Design rs_scheduler_flat, sky130hd; sources not shown.
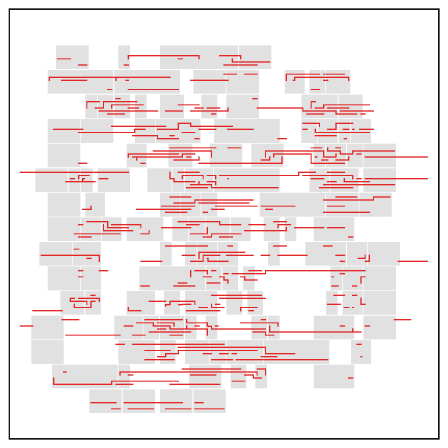
run_1/met1.png
Cells faint in the background.
nets with wire on the layer	125
longest straight run	15.2 um
main direction	horizontal
share of all routed wire	41%
wire length on this layer	791 um
Routed Wire Length: 1930 um
vias after detailed routing: 837
routing usage on met1: 0.217

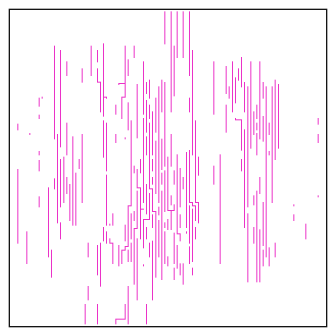
run_1/met2.png
share of all routed wire	50%
nets with wire on the layer	119
GR met2 Demand/Resource: 0.346

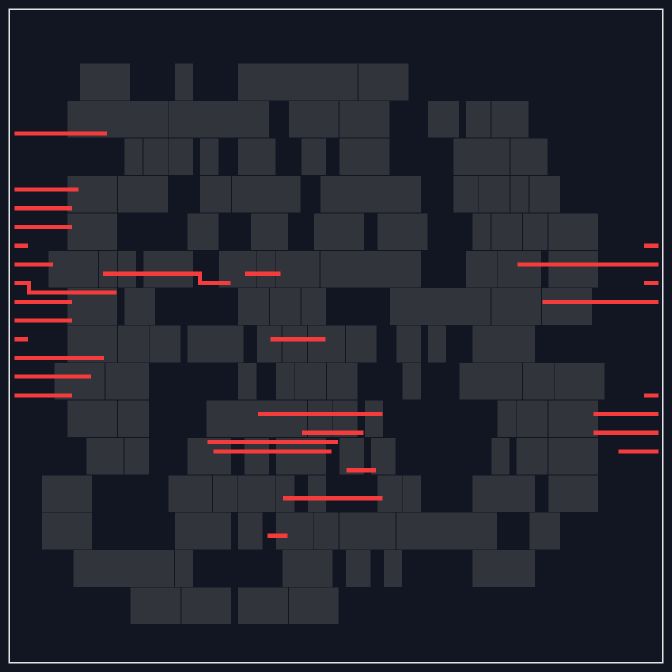
run_1/met3.png
Cells faint in the background.
wire length on this layer	141 um
share of all routed wire	7.3%
longest straight run	10.0 um
nets with wire on the layer	29
met3 capacity usage during global routing: 0.0269

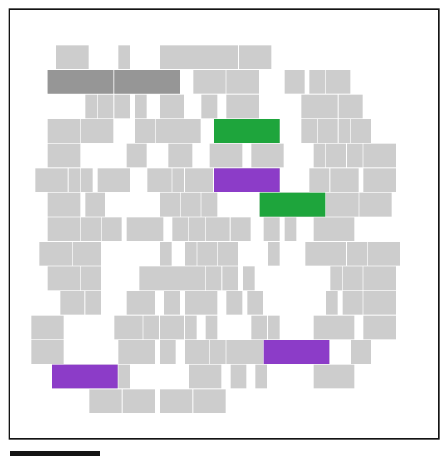
run_1/registers.png
Scale bar: 10 um. Other sequential cells in the stronger grey, the rest of the logic in the fainter grey.
colour	name in the netlist	flops
green	u_core.rr_q	2
purple	u_core.sched_if.busy_count	3
Final Core Density: 0.608
flip-flop and latch power: 0.0000487 W
area occupied by registers: 140 um2
fraction of standard cell area that is sequential: 0.132

==> run notes, run 1 <==
Notes from the flow run.

Clocking:
- The run puts the quantity of gates resized following cts at 0.
- At the later pin of the worst-skew pair, clock insertion delay measures approximately 270 ps.
- The clock net in this run drives a total of 7 sinks.
- The run gives the clock input transition at the sequential cells of the worst setup and hold paths as approximately 50 ps.

Yosys:
- The post-synth count of flops with an enable pin is 0.
- The run gives the primary flip-flop cell chosen by synthesis mapping as sky130_fd_sc_hd__dfxtp_1.
- Sorting the synthesized cells by how often they occur yields sky130_fd_sc_hd__a21oi_1 (9), sky130_fd_sc_hd__dfxtp_1 (7), sky130_fd_sc_hd__inv_1 (6), sky130_fd_sc_hd__nand2_1 (6), sky130_fd_sc_hd__nor2_1 (6).
- The run gives the post-synthesis sequential element count as 7.

Layout:
- Summing all multi-input logic gate instances after layout gives 537 um2.
- The layout stage reports a final design area of between 0.001 and 0.0015 mm2.
- The run puts the non-filler instance count after layout at 150.
- Fill cells in the final layout number between 150 and 200.

Die:
- In this run the standard cell core region covers between 0.0015 and 0.002 mm2.
- The run puts the height of the die at roughly 47 um.

Drt:
- The run puts the number of DRC violations after detailed-routing iteration 0 at 21.

Flow run:
- The run gives the count of max-cap constraint violations as 0.

Power and ir drop:
- The run puts the highest ir drop seen on vdd at about 0.11 mV.
- The power report puts the leakage power at 0.415 nW.

STA:
- The run puts the slew at the pin closest to its max-slew limit at around 920 ps.

Run status:
- The flow ran to the end, and the final reports show no timing, DRC or antenna violations.

Setup path:
- The setup check on the worst reg-to-reg path leaves a slack of about 3200 ps.

Place:
- The run gives the number of placed instances with taps included as roughly 150.
[run 1: final cells by class]
cell class	instances	area share
Multi-Input combinational cell	77	0.506
Sequential cell	7	0.132
Clock buffer	4	0.0248
Inverter	7	0.0248
Timing Repair Buffer	30	0.283
Tap cell	25	0.0295
[run 1: per-layer routing]
layer,global-route usage,wire (um),part of all wire,vias to the layer above
met5,0,0,0,-
met4,0.0889,29,0.015,0
met1,0.217,790,0.41,380
met3,0.0269,140,0.072,4
met2,0.346,972,0.50,39
li1,-,-,-,414
[run 1: cells in the final DEF, fill, tap and decap left out, drive strengths merged, types with 4 or more instances in the layout]
cell / count
clkdlybuf4s50: 30
nand2b: 4
nand3: 4
clkbuf: 4
nor4: 4
dfxtp: 7
o21ai: 5
and3: 5
a21oi: 9
inv: 6
nand2: 6
ha: 4
nor2: 6
[run 1: logic make-up (layout without fill, tap and decap cells)]
logic type / count (synthesis) / count (layout) / synth area share
AND/OR/NAND/NOR: 49 / 49 / 0.414
adder cells (fa/ha/maj): 5 / 5 / 0.0930
AND-OR/OR-AND: 22 / 22 / 0.191
flip-flops: 7 / 7 / 0.186
buffers and inverters: 14 / 41 / 0.101
multiplexers: 1 / 1 / 0.0149
[run 1: where the power goes]
group | total (W) | switching (W) | internal (W)
Sequential | 0.0000487 | 0.00000214 | 0.0000465
Clock | 0.0000456 | 0.0000208 | 0.0000248
Combinational | 0.0000367 | 0.0000178 | 0.0000189
[run 1: critical path: stages]
cell and delay [ps]:
sky130_fd_sc_hd__clkdlybuf4s50_1 600, sky130_fd_sc_hd__nor4b_4 600, sky130_fd_sc_hd__o21ai_0 160, sky130_fd_sc_hd__a211o_1 320
sky130_fd_sc_hd__inv_1 110, sky130_fd_sc_hd__ha_1 150, sky130_fd_sc_hd__and3_1 130, sky130_fd_sc_hd__clkdlybuf4s50_1 600
==> inputs of run 2 (changes only) <==
==> constraint.sdc (replaced) <==
create_clock -name clk -period 4.05 [get_ports clk]
set_clock_uncertainty 0.15 [all_clocks]
set_input_delay 0.405 -clock clk [delete_from_list [all_inputs] [get_ports clk]]
set_output_delay 0.405 -clock clk [all_outputs]
set_load 0.02 [all_outputs]
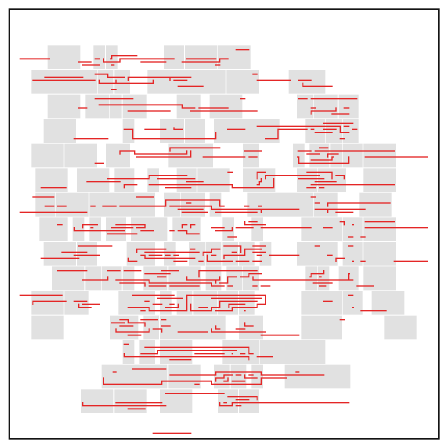
run_2/met1.png
Cells faint in the background.
share of all routed wire	42%
longest straight run	13.8 um
nets with wire on the layer	124
wire length on this layer	806 um
Routed Wire Length: 1910 um
vias after detailed routing: 853
routing usage on met1: 0.199

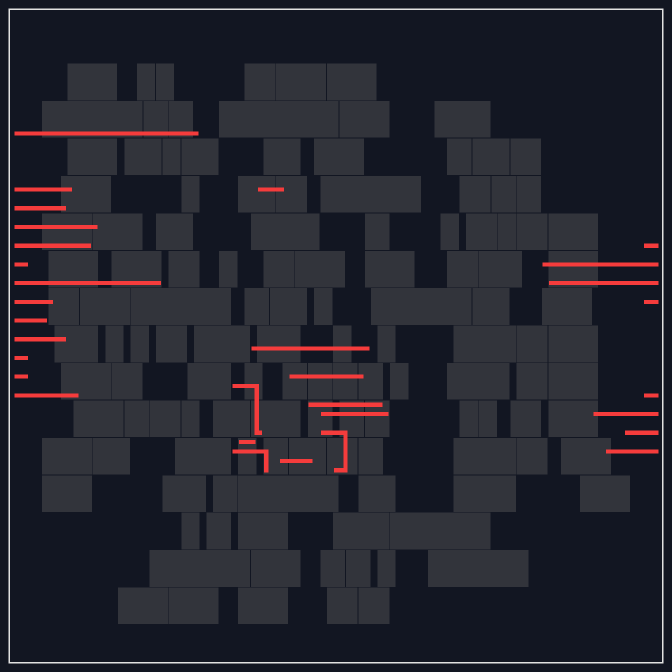
run_2/met3.png
Cells faint in the background.
wire length on this layer	126 um
main direction	horizontal
share of all routed wire	6.6%
met3 capacity usage during global routing: 0.0538

==> run 2 against run 1 <==
Sequential share of layout area down 0.27 points. Critical path type unchanged. Cell area rose by 2.1%. Cell count up 2.0%. Core utilization up 1.3 points. Clock power grew 56%. Die size did not move. Setup slack got worse by 1500 ps. Global-route usage unchanged. Total power increased by 56%. Hold slack better by 14 ps. Register-to-register slack lost 2200 ps. Non-clock buffer count rose by 3.
==> run notes, run 2 <==
Notes from the flow run.

STA:
- Setup violations remaining at the end of the flow were counted as 0.
- The run gives the aggregate negative setup slack as 0 ps.
- The run puts the slew at the pin closest to its max-slew limit at about 840 ps.

Flow run:
- The number of maximum-capacitance violations recorded for the run is 0.

Setup path:
- The run gives the logic depth of the worst path, buffers included as 10.
- The run puts the sum of buffers and inverters on the critical path at 5.
- The run puts the largest fanout on the critical path at 10.
- The cell family contributing the most delay on the critical path is buffers and inverters.
- The run puts the slack of the worst reg-to-reg path at between 1000 and 1500 ps.
- The run puts the longest individual stage delay on the worst path at slightly below 600 ps.
- The slowest stage of the critical path belongs to the cell sky130_fd_sc_hd__clkdlybuf4s50_1.
- Walking the worst path, the cells encountered are clkdlybuf4s50_1 -> buf_4 -> nor4b_4 -> buf_4 -> o21ai_0 -> a211o_1 -> inv_1 -> ha_1 -> and3_1 -> clkdlybuf4s50_1.

Place:
- The run puts the number of placed instances with taps included at around 150.

Yosys:
- For reference, the top cells by area after synthesis are sky130_fd_sc_hd__dfxtp_1 (19%), sky130_fd_sc_hd__ha_1 (6.6%), sky130_fd_sc_hd__a21oi_1 (6.0%).
- The commonest cells after synthesis are sky130_fd_sc_hd__a21oi_1 (9), sky130_fd_sc_hd__dfxtp_1 (7), sky130_fd_sc_hd__inv_1 (6), sky130_fd_sc_hd__nand2_1 (6), sky130_fd_sc_hd__nor2_1 (6).
- The run puts the count of flip-flops with a built-in enable after synthesis at 0.
- Yosys reported a register bit count of 7.
- The commonest register cell is sky130_fd_sc_hd__dfxtp_1.

Die:
- The run puts the height of the die at between 40 and 50 um.
- The run gives the floorplan row count as 15.
- The run puts the core region area at between 0.0015 and 0.002 mm2.

Clocking:
- The run puts the latest clock arrival within the worst-skew pair at about 270 ps.
- The run gives the number of clock sinks as 7.
- The run gives the clock input transition at the sequential cells of the worst setup and hold paths as about 60 ps.
- The run gives the quantity of gates resized following cts as 0.

Power and ir drop:
- The run puts the highest ir drop seen on vdd at around 0.17 mV.
- The run puts the leakage power total at 0.430 nW.

Layout:
- Once layout is complete, the cells apart from fillers number 153.
- By instance count after routing, the leading logic cell types are sky130_fd_sc_hd__clkdlybuf4s50_1 (30), sky130_fd_sc_hd__a21oi_1 (9), sky130_fd_sc_hd__dfxtp_1 (7).
- Among logic cells in the layout, the one with the most instances is sky130_fd_sc_hd__clkdlybuf4s50_1.

Run status:
- The flow ran to the end, and the final reports show no timing, DRC or antenna violations.

Global route:
- The run puts the first-pass GRT wire length at ~3000 um.

Drt:
- In this run, the number of DRC markers left after iteration 0 of detailed routing was 16.
==> run 2: cell counts after synthesis <==
Identical to the previous run, type by type.
==> run 2: layer usage <==
layer / vias to the layer above / track usage / routed length [um]
li1: 417 / - / -
met1: 395 / 0.199 / 806
met2: 39 / 0.346 / 956
met3: 2 / 0.0538 / 126
met4: 0 / 0.0944 / 19
met5: - / 0 / 0
==> run 2: per-stage QoR <==
step / worst slack [ps] / power (W) / area, um2 / util
2_1_floorplan: 1030 / 0.000107 / 753 / -
3_3_place_gp: 580 / 0.000133 / 1060 / 0.606
3_5_place_dp: 512 / 0.000134 / 1060 / 0.606
4_1_cts: 637 / 0.000203 / 1080 / 0.621
5_1_grt: 479 / 0.000215 / 1080 / 0.621
6_report: 657 / 0.000204 / 1080 / 0.621
==> run 2: cells by family after synthesis <==
kind of cell,count (synthesis),share of synthesized area
mux,1,0.0149
buf+inv,14,0.101
flops,7,0.186
compound gates,22,0.191
fa+ha+maj,5,0.0930
simple gates,49,0.414
==> run 2: power breakdown <==
part | switching, W | leakage, nW | total (W) | internal, W
Combinational | 0.0000275 | 0.357 | 0.0000581 | 0.0000306
Sequential | 0.00000330 | 0.0572 | 0.0000745 | 0.0000712
Clock | 0.0000332 | 0.0150 | 0.0000712 | 0.0000381
==> run 2: cell type report <==
cell class                 instances  area (um2)
fill                             177         662
tap                               25        31.3
timing repair buffer              33         323
sequential                         7         140
inverter                           7        26.3
multi-input combinational         77         537
clock buffer                       4        26.3
==> run 2: worst min-delay path, cell delays in order (launching register included) <==
cell and delay, ps:
sky130_fd_sc_hd__dfxtp_1 320, sky130_fd_sc_hd__a21oi_1 60, sky130_fd_sc_hd__nor2_1 80
Power and IR drop assume default switching activity.
